`config.mk`:
```
export PLATFORM = sky130hd
export DESIGN_NAME = telemetry_framer
export DESIGN_NICKNAME = d
export VERILOG_FILES = /design/src/rtl/telemetry_pkg.sv /design/src/rtl/sync_2ff.sv /design/src/rtl/telemetry_framer.sv
export SDC_FILE = /design/constraint.sdc
export NUM_CORES = 1
export LEC_CHECK = 0
export CAP_MARGIN = 0
export CORE_MARGIN = 1
export CORE_UTILIZATION = 59
export CTS_CLUSTER_DIAMETER = 50
export DETAILED_ROUTE_END_ITERATION = 8
export HOLD_SLACK_MARGIN = 0.05
export PLACE_DENSITY = 0.86
export SLEW_MARGIN = 5
export SYNTH_ARGS = -nofsm -noshare
export SYNTH_HDL_FRONTEND = slang
export SYNTH_HIERARCHICAL = 1
export SYNTH_SLANG_ARGS = --single-unit
```
`constraint.sdc`:
```
create_clock -name clk -period 3.6 [get_ports clk]
set_clock_uncertainty 0.15 [all_clocks]
set_input_delay 0.72 -clock clk [delete_from_list [all_inputs] [get_ports clk]]
set_output_delay 0.72 -clock clk [all_outputs]
set_load 0.005 [all_outputs]
```
`src/rtl/telemetry_pkg.sv`:
```
// Shared constants and types for the speed-loop telemetry framer.
package telemetry_pkg;

  localparam logic [7:0]  SYNC_BYTE = 8'hA5;
  localparam int unsigned FRAME_LEN = 10;
  localparam int unsigned IDX_W     = 4;

  typedef enum logic [1:0] {
    IDLE = 2'd0,
    SEND = 2'd1,
    WAIT = 2'd2
  } state_t;

  typedef struct packed {
    logic [8:0]  rpm_l;
    logic [8:0]  rpm_r;
    logic [15:0] duty_l;
    logic [15:0] duty_r;
  } frame_t;

endpackage

```
`src/rtl/sync_2ff.sv`:
```
// Two-flop synchronizer for a single raw input; RST_VAL sets the reset level.
module sync_2ff #(
  parameter logic RST_VAL = 1'b0
) (
  input  logic clk,
  input  logic reset_n,
  input  logic d,
  output logic q
);

  logic meta;

  always_ff @(posedge clk or negedge reset_n) begin
    if (!reset_n) begin
      meta <= RST_VAL;
      q    <= RST_VAL;
    end else begin
      meta <= d;
      q    <= meta;
    end
  end

endmodule

```
`src/rtl/telemetry_framer.sv`:
```
// Samples speed-loop telemetry at a fixed rate and streams 10-byte
// checksummed frames to uart_tx through its start/done handshake.
module telemetry_framer
  import telemetry_pkg::*;
#(
  parameter int unsigned SAMPLE_DIV = 1_250_000
) (
  input  logic        clk,
  input  logic        reset_n,
  input  logic        uart_en,
  input  logic        dtr,
  input  logic [8:0]  rpm_l,
  input  logic [8:0]  rpm_r,
  input  logic [15:0] duty_l,
  input  logic [15:0] duty_r,
  output logic        tx_start,
  output logic [7:0]  tx_data,
  input  logic        tx_done,
  output logic        frame_busy,
  output logic [7:0]  drop_cnt
);

  localparam int unsigned      PCNT_W   = $clog2(SAMPLE_DIV);
  localparam logic [PCNT_W-1:0] PCNT_MAX = PCNT_W'(SAMPLE_DIV - 1);
  localparam logic [IDX_W-1:0]  LAST_IDX = IDX_W'(FRAME_LEN - 1);

  logic              en_s;
  logic              dtr_s;
  logic              ok_c;
  logic [PCNT_W-1:0] pcnt;
  logic              tick_c;

  state_t            state, state_d;
  logic [IDX_W-1:0]  idx, idx_d;
  logic [IDX_W-1:0]  nxt_idx_c;
  frame_t            snap, snap_d;
  logic [7:0]        csum_c;
  logic [7:0]        byte_c;

  logic              tx_start_d;
  logic [7:0]        tx_data_d;
  logic              frame_busy_d;
  logic [7:0]        drop_cnt_d;

  sync_2ff #(.RST_VAL(1'b0)) u_sync_en (
    .clk     (clk),
    .reset_n (reset_n),
    .d       (uart_en),
    .q       (en_s)
  );

  sync_2ff #(.RST_VAL(1'b1)) u_sync_dtr (
    .clk     (clk),
    .reset_n (reset_n),
    .d       (dtr),
    .q       (dtr_s)
  );

  assign ok_c   = en_s & ~dtr_s;
  assign tick_c = (pcnt == PCNT_MAX);

  // Free-running sample period counter, independent of gating.
  always_ff @(posedge clk or negedge reset_n) begin
    if (!reset_n)    pcnt <= '0;
    else if (tick_c) pcnt <= '0;
    else             pcnt <= pcnt + PCNT_W'(1);
  end

  assign csum_c = {7'b0, snap.rpm_l[8]} ^ snap.rpm_l[7:0] ^
                  {7'b0, snap.rpm_r[8]} ^ snap.rpm_r[7:0] ^
                  snap.duty_l[15:8] ^ snap.duty_l[7:0] ^
                  snap.duty_r[15:8] ^ snap.duty_r[7:0];

  // Byte 0 is loaded directly at frame start, so the mux only serves idx+1.
  assign nxt_idx_c = idx + IDX_W'(1);

  always_comb begin
    byte_c = SYNC_BYTE;
    case (nxt_idx_c)
      4'd1:    byte_c = {7'b0, snap.rpm_l[8]};
      4'd2:    byte_c = snap.rpm_l[7:0];
      4'd3:    byte_c = {7'b0, snap.rpm_r[8]};
      4'd4:    byte_c = snap.rpm_r[7:0];
      4'd5:    byte_c = snap.duty_l[15:8];
      4'd6:    byte_c = snap.duty_l[7:0];
      4'd7:    byte_c = snap.duty_r[15:8];
      4'd8:    byte_c = snap.duty_r[7:0];
      4'd9:    byte_c = csum_c;
      default: byte_c = SYNC_BYTE;
    endcase
  end

  // Next-state and next-output logic; outputs are registered below.
  always_comb begin
    state_d    = state;
    idx_d      = idx;
    snap_d     = snap;
    tx_start_d = 1'b0;
    tx_data_d  = tx_data;
    drop_cnt_d = drop_cnt;

    case (state)
      IDLE: begin
        if (tick_c && ok_c) begin
          snap_d     = '{rpm_l: rpm_l, rpm_r: rpm_r, duty_l: duty_l, duty_r: duty_r};
          idx_d      = '0;
          tx_start_d = 1'b1;
          tx_data_d  = SYNC_BYTE;
          state_d    = SEND;
        end
      end
      SEND: state_d = WAIT;
      WAIT: begin
        if (tx_done) begin
          if (idx == LAST_IDX) begin
            state_d = IDLE;
          end else begin
            idx_d      = nxt_idx_c;
            tx_start_d = 1'b1;
            tx_data_d  = byte_c;
            state_d    = SEND;
          end
        end
      end
      default: state_d = IDLE;
    endcase

    if (tick_c && (state != IDLE) && (drop_cnt != 8'hFF))
      drop_cnt_d = drop_cnt + 8'd1;

    frame_busy_d = (state_d != IDLE);
  end

  always_ff @(posedge clk or negedge reset_n) begin
    if (!reset_n) begin
      state      <= IDLE;
      idx        <= '0;
      snap       <= '0;
      tx_start   <= 1'b0;
      tx_data    <= 8'h00;
      frame_busy <= 1'b0;
      drop_cnt   <= 8'h00;
    end else begin
      state      <= state_d;
      idx        <= idx_d;
      snap       <= snap_d;
      tx_start   <= tx_start_d;
      tx_data    <= tx_data_d;
      frame_busy <= frame_busy_d;
      drop_cnt   <= drop_cnt_d;
    end
  end

endmodule

```
m1.png
Bar = 20 microns. Supply wires on this layer in gray.
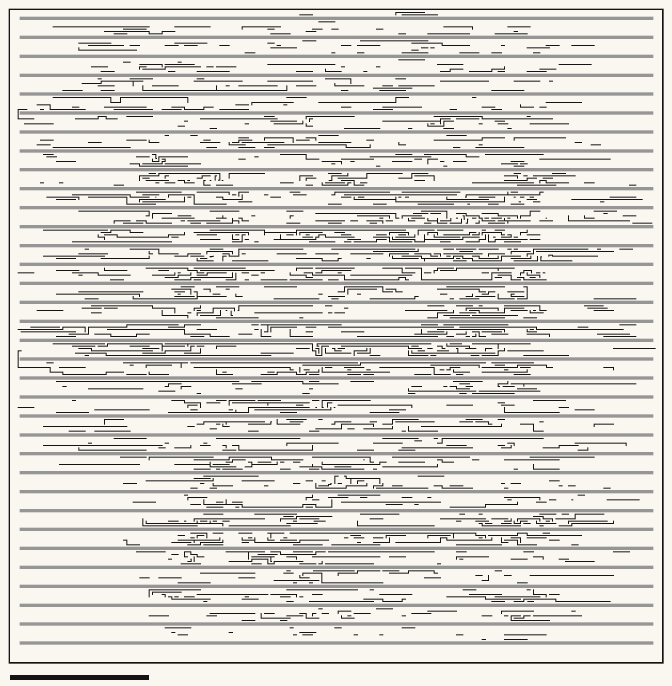
The longest straight run is 26.7 microns. The wires run mostly horizontal.

m2.png
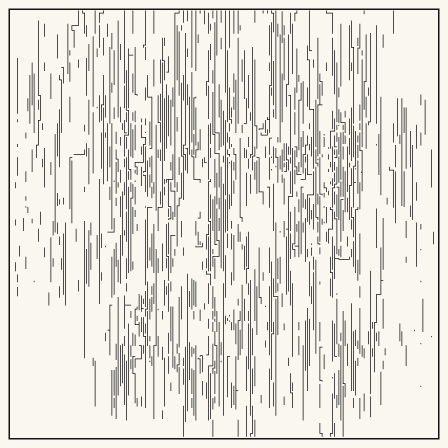
The layer holds 51% of the routed length. The longest straight run is 38.1 microns.

m3.png
Bar = 20 microns.
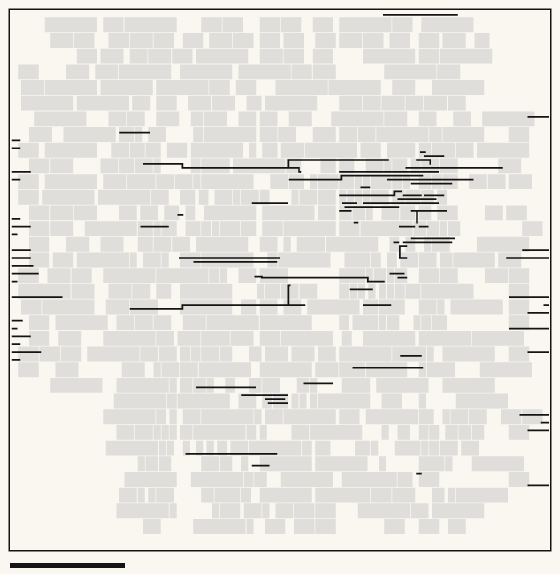
The layer carries 506 microns of wire. The longest straight run is 21.2 microns. The layer holds 5.0% of the routed length. The wires run mostly horizontal.

==> impl_metrics.ini <==
; physical design summary
[critical_path]
arrival_ns = 2.96
r2r-end = tx_data[0]
crit_end = tx_data[0]
cp.depth = 8
critical_path_buf_inv_count = 3
cp_max_fo = 15
rr_worst_depth = 8
rrSetupSlack_ns = 0.73
path_cells = inv_1 > ha_1 > nand2_1 > o2111ai_1 > inv_1 > nor2_2 > inv_2 > o22a_1
crit_path_start = idx[1]
r2r_start = idx[1]
cp_data_required_time_ns = 3.69
max_stage_delay_ns = 0.55
cp-start-kind = register
cp-end-kind = register
crit_path_top_delay_cell = ha_1
crit_type = reg -> reg
critPathTopFamily = AND-OR/OR-AND gates

[floorplanning]
initial_utilization_pct = 60.7
die_w_microns = 93.7
core-area_sq_um = 8180
rows = 33
taps = 105
die-area_sq_um = 8780
io_pins = 73
fp.dieH_microns = 93.7

[layout]
biggestRegsByFlops = snap: 50 flops, pcnt: 21 flops
n_antenna_cell = 0
largest_reg_flops = 50
lay_top_count = dfrtp_1
clkCellAreaFrac_pct = 2.71
comb_area_share_pct = 39.3
logic_area_sq_um = 2340
instances_no_fill = 615
seq_cells = 99
layout-drive-gt1-share_pct = 14.1
seq_share_pct = 41.7
post-route-util_pct = 72.7
mostFrequentLayoutCells = dfrtp_1 (97), clkdlybuf4s50_1 (71), xnor2_1 (50), mux2_2 (45), nand2_1 (34)
ff_latch_area_sq_um = 2480
dominant_cells = flip-flops and latches
final_nets = 567
top_register = snap
inverters = 11
nonClkBufAreaFrac_pct = 13.3
nNonClkBuffers = 77
final_cell_area_sq_um = 5950
final.fill_count = 547
logic_gates = 307
areaGrowthSynthToFinish_pct = 19.9

[cts]
clkSlewWorstSetupHoldPaths_ns = 0.09
post_cts_buffers = 0
cts-root-buf = clkbuf_8
htreeDepth = 3
ctsHoldBuffers = 0
cts_tree = done
cts_max_path_buffers = 2

[power_and_ir_drop]
top_power_group = sequential cells
p_per_area_nw_per_um2 = 402
internal-power_mw = 1.63
pwr-share-clk_pct = 25.6
pg_comb_mw = 0.558
p_comb_share_pct = 23.4
seqPwrFrac_pct = 51.0
leakagePower_nw = 2.69
swShare_pct = 31.7
vdd_drop_max_uv = 259
power.total_mw = 2.39
powerSeq_mw = 1.22
p_switching_mw = 0.758

[synthesis]
mux_share_pct = 12.4
aoi_share_pct = 9.36
ys_cells = 433
netlist_instances = 433
largest_area_cell = dfrtp_1
synth.cell_area_sq_um = 4960
adder_share_pct = 1.77
ys_sh_simple_pct = 11.8
flop_cell = dfrtp_1
synth-edff-count = 0
xor_area_share_pct = 11.8
top_cells_by_area = dfrtp_1 (49%), mux2_2 (10%), xnor2_1 (8.8%)
syn-num-nets = 495
avgSynthCellArea_sq_um = 11.5
ys_async_sr_fraction_pct = 100
ys_warn_count = 6
synth_cell_types = 53
ys.flops = 99
yosys_area_sq_um = 4960
logic_family = multiplexers
seq_area_frac_synth_pct = 50.0
yosysMostFrequentCell = dfrtp_1

[timing]
rsz0062_at_grt = no
timing.fmax_ghz = 0.349
fin_ws_ns = 0.734
fin_crit_sh_pct = 79.6
relSlewSlack_pct = 45.4
setup_viol = 0
setup-tns-final_ns = 0
maxSlewViolCount = 0
tightestPinTransition_ns = 0.813

[grt]
grt_pass1_wl_microns = 16800
met3_usage_pct = 4.94
grt_max_degree = 57
antenna_found_initial = 0
grt_usage_pct = 24.6
use_met1_pct = 32.8
grtUsageMet2_pct = 40.9

[route]
vias = 3644
wl_met2_microns = 5160
vias_per_cell = 5.93
drt-met1-wl_microns = 4330
highest_layer = met4
first_iter_violations = 221
drtAntennaViolNets = 0
wl_microns = 10100
wl_met3_microns = 506
drtPass1Iterations = 7
wl_per_cell_microns = 16.5
drcViolationCount = 0

[min_path]
hold_depth = 0
hold_path_end = u_sync_dtr/q
hold_start = u_sync_dtr/meta
hp-class = reg -> reg

[place]
portBuffers = 72
dp.cells = 599
place_congestion = 0.833
dpl.hpwl_microns = 7130

[run]
warnings = 30
maxCapViolations = 0

[outcome]
outcome = complete, no violations
m4.png
Supply wires on this layer in gray.
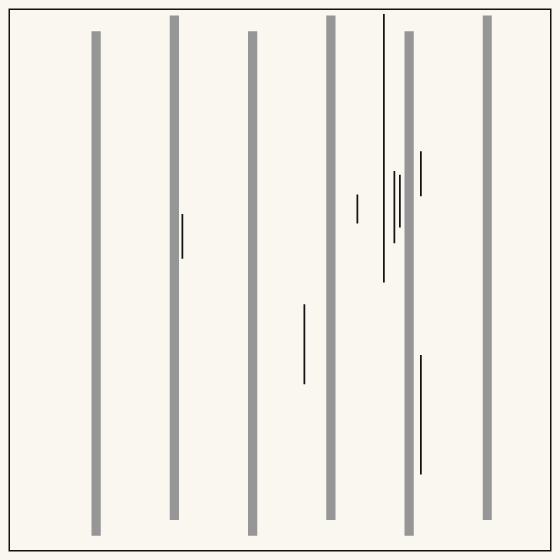
8 nets have wire on it. The layer holds 1.2% of the routed length. The wires run mostly vertical.

clock_nets.png
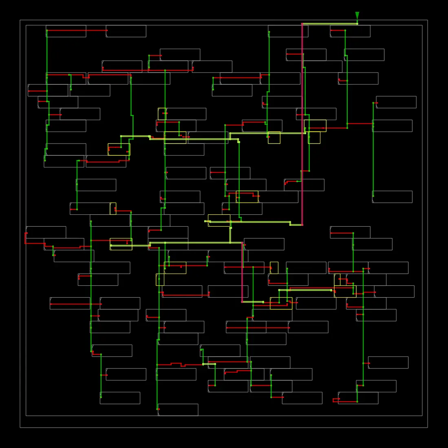
Worst-Skew Late Latency: 0.35 ns
Num CTS Buffers: 9
clock buffer count: 11
Clock group: 0.612 mW

Power figures rest on the tool's default switching activity, not on a simulated workload.
